**Supply network**

(6 px per um) Pins as bars on the die edge.
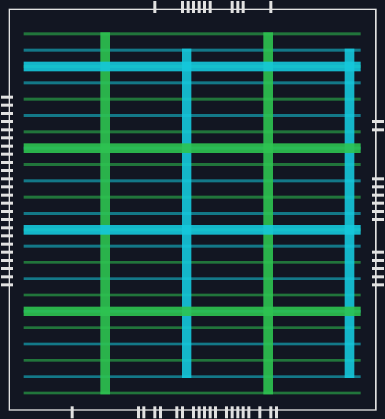
**Cell classes on the final placement**

(4 px per um) Fill, decap, tap and diode cells in grey.
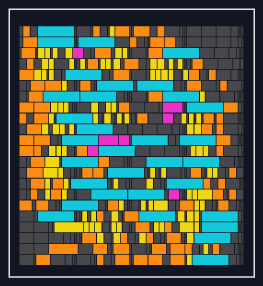
**Routed clock nets over the placement**

(8 px per um)
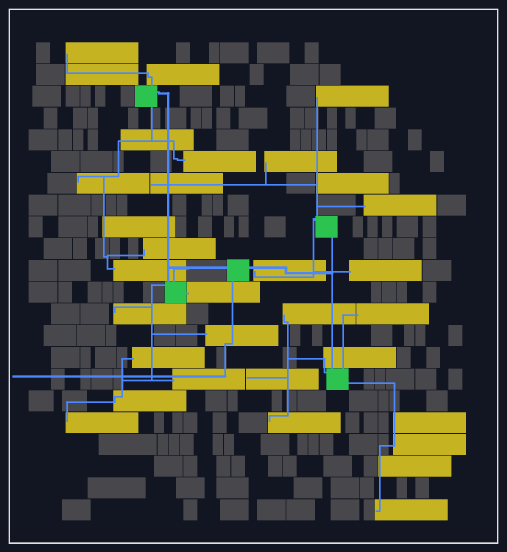
==> src/rtl/reg32_load_clear.sv <==
// reg32_load_clear
//   Parallel-load data register with synchronous clear and asynchronous
//   active-low reset. Q is taken straight from the flops, so downstream
//   logic sees no combinational path from D, Load or clear.
//
// Parameters
//   WIDTH        data width of D and Q (>= 1)
//   RESET_VALUE  value loaded on rst_n assertion and on synchronous clear
//
// Ports
//   clk    in   1      rising-edge clock
//   rst_n  in   1      asynchronous reset, active-low
//   clear  in   1      synchronous clear, active-high, wins over Load
//   Load   in   1      load enable, active-high
//   D      in   WIDTH  data to store
//   Q      out  WIDTH  register contents
module reg32_load_clear #(
    parameter int unsigned            WIDTH       = 32,
    parameter logic [WIDTH-1:0]       RESET_VALUE = {WIDTH{1'b0}}
) (
    input  logic             clk,
    input  logic             rst_n,
    input  logic             clear,
    input  logic             Load,
    input  logic [WIDTH-1:0] D,
    output logic [WIDTH-1:0] Q
);

    // clear is checked before Load so a simultaneous request resolves to
    // RESET_VALUE. With both low, D is never looked at, so an X on D
    // cannot leak into Q.
    always_ff @(posedge clk or negedge rst_n) begin
        if (!rst_n) begin
            Q <= RESET_VALUE;
        end else if (clear) begin
            Q <= RESET_VALUE;
        end else if (Load) begin
            Q <= D;
        end
    end

endmodule

==> config.mk <==
export PLATFORM = sky130hd
export DESIGN_NAME = reg32_load_clear
export DESIGN_NICKNAME = d
export VERILOG_FILES = /design/src/rtl/reg32_load_clear.sv
export SDC_FILE = /design/constraint.sdc
export NUM_CORES = 1
export LEC_CHECK = 0
export ABC_AREA = 1
export CAP_MARGIN = 0
export CORE_ASPECT_RATIO = 1.1
export CORE_MARGIN = 2
export CORE_UTILIZATION = 38
export DETAILED_ROUTE_END_ITERATION = 7
export GPL_TIMING_DRIVEN = 1
export PLACE_DENSITY = 0.77
export SLEW_MARGIN = 10
export SYNTH_ARGS = -nofsm -noshare
export SYNTH_HDL_FRONTEND = slang
export SYNTH_SLANG_ARGS = --single-unit
export TNS_END_PERCENT = 5
==> constraint.sdc <==
create_clock -name clk -period 0.8 [get_ports clk]
set_input_delay 0.16 -clock clk [delete_from_list [all_inputs] [get_ports clk]]
set_output_delay 0.16 -clock clk [all_outputs]
set_load 0.02 [all_outputs]
==> results.sh <==
# yosys + openroad results
export IMPL_synth_flops=32
export IMPL_vias=1215
export IMPL_synth_cell_types=10
export IMPL_setup_viol=32
export IMPL_violations="setup timing"
export IMPL_met1_usage=0.2208
export IMPL_fillers=315
export IMPL_setup_ws_ps=-240.8
export IMPL_fin_worst_skew_ps=0
export IMPL_cts_tree="built"
export IMPL_grt_start_max_net_pins=33
export IMPL_reg_top3="Q (32)"
export IMPL_use_met2=0.3333
export IMPL_antenna_found_initial=0
export IMPL_power_share_switching=0.2608
export IMPL_fp_util=0.4024
export IMPL_rows=22
export IMPL_required_ps=640
export IMPL_grt_ovfl_total=0
export IMPL_pin_count=68
export IMPL_synth_area_um2=1351
export IMPL_register_area_um2=800.8
export IMPL_grt_pass1_wl_mm=5.664
export IMPL_status="complete, but fails checks"
export IMPL_cpPeakStageDelay_ps=400
export IMPL_min_period_ps=1041
export IMPL_cts_sinks=32
export IMPL_root_buffer="clkbuf_4"
export IMPL_viasPerCell=4.467
export IMPL_final_util=0.6241
export IMPL_synth_top_area_share=0.5926
export IMPL_min_path_type="primary input to asynchronous set/reset pin"
export IMPL_cts_setup_buffers=0
export IMPL_dr_first_iter_drc_count=79
Notes on 'supply network' above:
| net | colour |
|---|---|
| VDD | cyan |
| VSS | green |
met1 rails: 23
signal pins: 68
met4 straps: 4

Notes on 'cell classes on the final placement' above:
| class | colour | cells |
|---|---|---|
| clock drivers and dummy loads | magenta | 7 |
| remaining logic cells | yellow | 98 |
| remaining buffers and delay cells | orange | 87 |
| sequential cells | cyan | 32 |

Notes on 'routed clock nets over the placement' above:
[clock-net drivers] green | count: 5
[flip-flops] yellow | count: 32
[clock wires] blue | length: 356 um
flops lie: all over the die
routed clock nets: 6

[synth_stat cells]
master and number:
buf_2 1, nor2_8 1, clkbuf_8 1, nand3_1 27, nand3_2 5, nand2_1 64, buf_6 6, inv_2 1
buf_4 2, dfrtp_1 32
[area by class of cell]
type	count	area share
sequential	32	0.3821
timing repair buffer	87	0.3439
multi-input combinational	97	0.2125
clock buffer	7	0.03104
tap	48	0.02866
inverter	1	0.001791
[cells by family after synthesis]
kind of cell           Yosys count  share of synthesized area
buffers and inverters           11                    0.07776
flip-flops                      32                     0.5926
AND/OR/NAND/NOR                 97                     0.3296
[per-layer routing]
layer | vias up | share of wire
met5 | - | 0
met4 | 0 | 0.0075
met3 | 3 | 0.065
met2 | 49 | 0.52
met1 | 554 | 0.41
li1 | 609 | -
[path summary, 6_finish.rpt]
kind / startpoint / endpoint
max in group asynchronous: rst_n / Q[15]
worst min register to register: Q[22] / Q[22]
worst max-delay path: Q[6] / Q[6]
min in group clk: D[2] / Q[2]
worst min-delay path: rst_n / Q[30]
worst max register to register: Q[9] / Q[9]
[power groups by stage]
stage          clock, W  combinational, W  sequential, W
6_report       0.000996          0.000707        0.00176
5_1_grt         0.00111          0.000767        0.00177
4_1_cts         0.00104          0.000685        0.00176
3_5_place_dp          0          0.000766        0.00179
3_3_place_gp          0          0.000747        0.00179
2_1_floorplan         0          0.000192        0.00190
[per-stage QoR]
stage	instance area [um^2]	cells	TNS (ps)	setup WS, ps
3_3_place_gp	2113	261	-25080	-496.6
3_5_place_dp	2113	261	-26770	-570.4
6_report	2096	272	-7158	-240.8
5_1_grt	2096	272	-9686	-279.8
4_1_cts	2034	268	-7927	-260.6
2_1_floorplan	1351	140	0	83.16
